--- src/rtl/mac_pkg.sv ---
// mac_pkg: default widths and parameter sanity check shared by the MAC vector units.
package mac_pkg;
   localparam int DATA_W_DEF  = 8;
   localparam int ACC_W_DEF   = 24;
   localparam int VEC_LEN_DEF = 4;
   function automatic bit widths_ok(int data_w, int acc_w, int vec_len);
      return (data_w >= 1) && (acc_w >= 2 * data_w) && (vec_len >= 1);
   endfunction
endpackage

--- src/rtl/mac_sat_add.sv ---
// mac_sat_add: accumulator add with sticky carry flag and optional clamp to all-ones.
module mac_sat_add
   import mac_pkg::*;
#(
   parameter int ACC_W    = ACC_W_DEF,
   parameter bit SATURATE = 1'b1
) (
   input  logic [ACC_W-1:0] a,
   input  logic [ACC_W-1:0] b,
   input  logic             ovf_in,
   output logic [ACC_W-1:0] sum,
   output logic             ovf_out
);
   logic [ACC_W:0] wide;
   always_comb begin
      wide    = {1'b0, a} + {1'b0, b};
      ovf_out = ovf_in | wide[ACC_W];
      // once the vector has overflowed, the clamp keeps it pinned at all-ones
      sum     = (SATURATE && ovf_out) ? '1 : wide[ACC_W-1:0];
   end
endmodule

--- src/rtl/mac_vector_unit.sv ---
// mac_vector_unit: streaming dot-product engine; product stage, accumulator stage and a
// single-entry output register behind valid/ready handshakes.
module mac_vector_unit
   import mac_pkg::*;
#(
   parameter int DATA_W   = DATA_W_DEF,
   parameter int ACC_W    = ACC_W_DEF,
   parameter int VEC_LEN  = VEC_LEN_DEF,
   parameter bit SATURATE = 1'b1,
   parameter int CNT_W    = $clog2(VEC_LEN + 1)
) (
   input  logic              clk,
   input  logic              reset_n,
   input  logic              clear,
   input  logic              in_valid,
   output logic              in_ready,
   input  logic [DATA_W-1:0] x,
   input  logic [DATA_W-1:0] w,
   output logic              out_valid,
   input  logic              out_ready,
   output logic [ACC_W-1:0]  acc_out,
   output logic              overflow,
   output logic [CNT_W-1:0]  count
);
   localparam logic [CNT_W-1:0] LAST = CNT_W'(VEC_LEN - 1);

   if (!widths_ok(DATA_W, ACC_W, VEC_LEN)) begin : g_bad_params
      $error("mac_vector_unit: illegal DATA_W/ACC_W/VEC_LEN combination");
   end

   logic [2*DATA_W-1:0] p_prod_q, p_prod_d;
   logic                p_valid_q, p_valid_d, p_last_q, p_last_d;
   logic [CNT_W-1:0]    idx_q, idx_d, count_q, count_d;
   logic [ACC_W-1:0]    acc_q, acc_d, out_acc_q, out_acc_d, sum;
   logic                ovf_q, ovf_d, out_ovf_q, out_ovf_d, out_valid_q, out_valid_d;
   logic                sum_ovf, flush, stall, in_fire, a_fire, load;

   mac_sat_add #(.ACC_W(ACC_W), .SATURATE(SATURATE)) u_add (
      .a      (acc_q),
      .b      (ACC_W'(p_prod_q)),
      .ovf_in (ovf_q),
      .sum    (sum),
      .ovf_out(sum_ovf)
   );

   always_comb begin
      flush       = clear || !reset_n;
      // a finished last product can only wait in stage P while the output slot is occupied
      stall       = p_valid_q && p_last_q && out_valid_q && !out_ready;
      in_ready    = !stall && !clear && reset_n;
      in_fire     = in_valid && in_ready;
      a_fire      = p_valid_q && !stall;
      load        = a_fire && p_last_q;
      p_valid_d   = stall ? p_valid_q : in_fire;
      p_prod_d    = in_fire ? {{DATA_W{1'b0}}, x} * {{DATA_W{1'b0}}, w} : p_prod_q;
      p_last_d    = in_fire ? (idx_q == LAST) : p_last_q;
      idx_d       = in_fire ? ((idx_q == LAST) ? '0 : idx_q + 1'b1) : idx_q;
      acc_d       = a_fire ? (p_last_q ? '0 : sum) : acc_q;
      ovf_d       = a_fire ? (!p_last_q && sum_ovf) : ovf_q;
      count_d     = a_fire ? (p_last_q ? '0 : count_q + 1'b1) : count_q;
      out_valid_d = load || (out_valid_q && !out_ready);
      out_acc_d   = load ? sum : out_acc_q;
      out_ovf_d   = load ? sum_ovf : out_ovf_q;
   end

   always_ff @(posedge clk) begin
      if (flush) begin
         p_prod_q    <= '0;
         p_valid_q   <= 1'b0;
         p_last_q    <= 1'b0;
         idx_q       <= '0;
         acc_q       <= '0;
         ovf_q       <= 1'b0;
         count_q     <= '0;
         out_valid_q <= 1'b0;
         out_acc_q   <= '0;
         out_ovf_q   <= 1'b0;
      end else begin
         p_prod_q    <= p_prod_d;
         p_valid_q   <= p_valid_d;
         p_last_q    <= p_last_d;
         idx_q       <= idx_d;
         acc_q       <= acc_d;
         ovf_q       <= ovf_d;
         count_q     <= count_d;
         out_valid_q <= out_valid_d;
         out_acc_q   <= out_acc_d;
         out_ovf_q   <= out_ovf_d;
      end
   end

   assign out_valid = out_valid_q;
   assign acc_out   = out_acc_q;
   assign overflow  = out_ovf_q;
   assign count     = count_q;
endmodule

--- config.mk ---
export PLATFORM = sky130hd
export DESIGN_NAME = mac_vector_unit
export DESIGN_NICKNAME = d
export VERILOG_FILES = /design/src/rtl/mac_pkg.sv /design/src/rtl/mac_sat_add.sv /design/src/rtl/mac_vector_unit.sv
export SDC_FILE = /design/constraint.sdc
export NUM_CORES = 1
export LEC_CHECK = 0
export CAP_MARGIN = 20
export CORE_ASPECT_RATIO = 0.5
export CORE_MARGIN = 4
export CORE_UTILIZATION = 45
export CTS_CLUSTER_DIAMETER = 100
export DETAILED_ROUTE_END_ITERATION = 10
export HOLD_SLACK_MARGIN = 0.05
export PLACE_DENSITY_LB_ADDON = 0.12
export SETUP_SLACK_MARGIN = 0.4
export SLEW_MARGIN = 5
export SYNTH_ARGS = -nofsm -noshare
export SYNTH_HDL_FRONTEND = slang
export SYNTH_HIERARCHICAL = 1
export SYNTH_SLANG_ARGS = --single-unit
--- constraint.sdc ---
create_clock -name clk -period 4.61 [get_ports clk]
set_input_delay 1.383 -clock clk [delete_from_list [all_inputs] [get_ports clk]]
set_output_delay 1.383 -clock clk [all_outputs]
set_load 0.02 [all_outputs]
==> impl_table.tex <==
% Auto-generated results table
\begin{tabular}{lr}
\hline
Metric & Value \\
\hline
\multicolumn{2}{l}{\textbf{Outcome}} \\
\quad Outcome & finished clean \\
\multicolumn{2}{l}{\textbf{Detailed routing}} \\
\quad Vias per inst & 5.27 \\
\quad Metal2 WL & 6.31 mm \\
\quad Post-DR wirelength/cell & 14.1 µm \\
\quad Total number of vias & 5329 \\
\multicolumn{2}{l}{\textbf{Logic synthesis}} \\
\quad Adder share & 24.7\% \\
\quad Register bit total from synthesis & 75 \\
\quad Cell accounting for the most synthesized area & sky130\_fd\_sc\_hd\_\_dfxtp\_1 \\
\quad Area of the mapped netlist & 6130 µm² \\
\quad Yosys stat chip area & 6130 µm² \\
\quad Mux area share & 0.918\% \\
\quad Number of warnings issued by yosys & 6 \\
\quad Register share after synthesis & 24.5\% \\
\quad Top post-synthesis cells by count & 115 x sky130\_fd\_sc\_hd\_\_nand2\_1, 75 x sky130\_fd\_sc\_hd\_\_dfxtp\_1, 62 x sky130\_fd\_sc\_hd\_\_ha\_1, 60 x sky130\_fd\_sc\_hd\_\_a21oi\_1, 59 x sky130\_fd\_sc\_hd\_\_inv\_1 \\
\quad Cell count listed in synth\_stat.txt & 746 \\
\quad Synthesized netlist cell count & 746 \\
\quad Post-synthesis xor/xnor area fraction & 3.28\% \\
\quad Number of library cell types mapped by synthesis & 61 \\
\multicolumn{2}{l}{\textbf{Place}} \\
\quad Post-placement cell count & 991 \\
\quad DP Wirelength & 11.0 mm \\
\quad Placed Area & 7190 µm² \\
\quad Number of I/O port buffers & 50 \\
\multicolumn{2}{l}{\textbf{Floorplanning}} \\
\quad Core Footprint & 13000 µm² \\
\quad Number of standard-cell rows in the floorplan & 29 \\
\quad Die Y & 90.6 µm \\
\quad Die Footprint & 15700 µm² \\
\quad Floorplan-stage core utilization & 47.2\% \\
\multicolumn{2}{l}{\textbf{Finish}} \\
\quad Final instance area & 7690 µm² \\
\quad Post-synthesis to final-layout area growth & 25.3\% \\
\quad MI comb cells & 588 \\
\quad Flop Count & 75 \\
\quad Register share of the cell area & 19.5\% \\
\quad Share of layout cells above drive strength 1 & 18.3\% \\
\quad Number of inverters outside the clock class in the layout & 60 \\
\quad Number of clock buffers in the layout & 10 \\
\quad Top cell class by occupied area & multi-input combinational cells \\
\multicolumn{2}{l}{\textbf{STA}} \\
\quad Achievable frequency & 217 MHz \\
\quad Worst hold margin & 0.433 ns \\
\quad Final Skew & 0.00624 ns \\
\quad Worst Slack Setup Final & 0.00202 ns \\
\quad Post-layout min period & 4.61 ns \\
\quad Total Neg Setup Slack & 0 ns \\
\multicolumn{2}{l}{\textbf{Clock tree}} \\
\quad Clock Sink Count & 75 \\
\quad CTS tree & yes \\
\quad Hold buffer count at cts & 0 \\
\quad Htree depth & 3 \\
\quad Total clock buffers created by CTS & 9 \\
\quad Clock-pin transition on the worst setup and hold timing paths & 0.06 ns \\
\quad Worst skew pair latency & 0.34 ns \\
\multicolumn{2}{l}{\textbf{Global routing}} \\
\quad Global Route Usage Sum & 18.2\% \\
\quad Total congestion overflow after global routing & 0 \\
\quad Met3 demand-to-capacity share in global routing & 3.18\% \\
\quad GR Util met2 & 28.8\% \\
\quad Initial antenna violation count & 0 \\
\quad Pin count of the biggest net entering global routing & 60 \\
\multicolumn{2}{l}{\textbf{Setup path}} \\
\quad Longest individual stage delay on the worst path & 0.50 ns \\
\quad Slowest CP cell & sky130\_fd\_sc\_hd\_\_fa\_1 \\
\quad Crit. End Element & register \\
\quad Stages on the worst setup path & 15 \\
\quad Data arrival time at the worst-slack endpoint & 4.80 ns \\
\quad Worst R2R Setup Slack & 1.33 ns \\
\quad Cell family with most CP delay & adder cells \\
\quad Data required time of the critical path & 4.81 ns \\
\quad Worst flop-to-flop path endpoint & acc\_q[18]\$\_SDFFE\_PP0P\_ \\
\quad Startpoint of the worst register-to-register path & acc\_q[0]\$\_SDFFE\_PP0P\_ \\
\quad End point of the critical path & p\_prod\_q[12]\$\_SDFFE\_PP0P\_ \\
\quad Critical setup path kind & primary input to register \\
\multicolumn{2}{l}{\textbf{Power and ir drop}} \\
\quad Net Switching & 0.918 mW \\
\quad Flop+latch power & 0.692 mW \\
\quad Leak & 3.39 nW \\
\quad Power per cell area & 353 nW/µm² \\
\quad Leading power group & combinational cells \\
\quad Total power after layout & 2.72 mW \\
\multicolumn{2}{l}{\textbf{Min path}} \\
\quad Hold-critical path depth & 2 \\
\quad Class of the worst hold path & register to register \\
\multicolumn{2}{l}{\textbf{Flow run}} \\
\quad Max-cap check violation count & 0 \\
\hline
\end{tabular}
Sequential cells grouped by signal name:
Drawn at 4 px/µm.
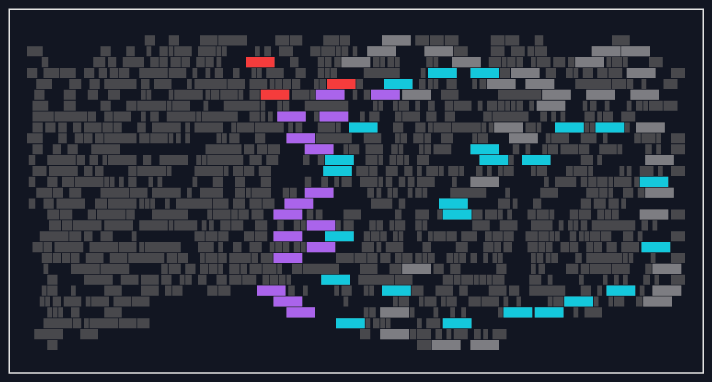
[cyan] `acc_q` | sequential cells: 24
[purple] `p_prod_q` | sequential cells: 16
[red] `idx_q` | sequential cells: 3

M2 wires:
Drawn at 2 px/µm. Cells faint in the background.
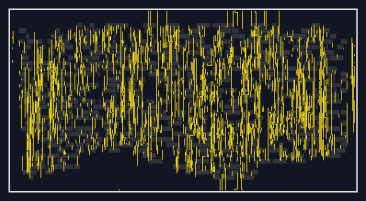
wire length on this layer: 6310 µm
nets with wire on the layer: 775

Logic cells by family:
Drawn at 4 px/µm.
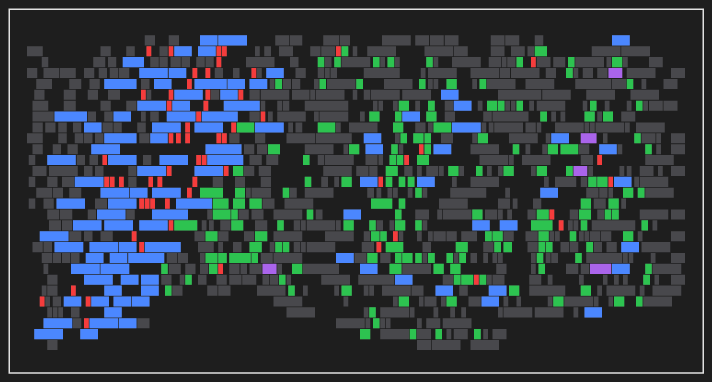
[green] aoi and oai cells | cells: 160 | most used: a21oi_1
[red] inv cells | cells: 60 | most used: inv_1
[blue] fa/ha/maj cells | cells: 99 | most used: ha_1
[purple] mux cells | cells: 5 | most used: mux2i_1
post-route non-filler standard cell count: 1011
multi-input combinational area share: 58.8%
most common cell after layout, fill and taps aside: sky130_fd_sc_hd__nand2_1

Power and IR drop assume default switching activity.
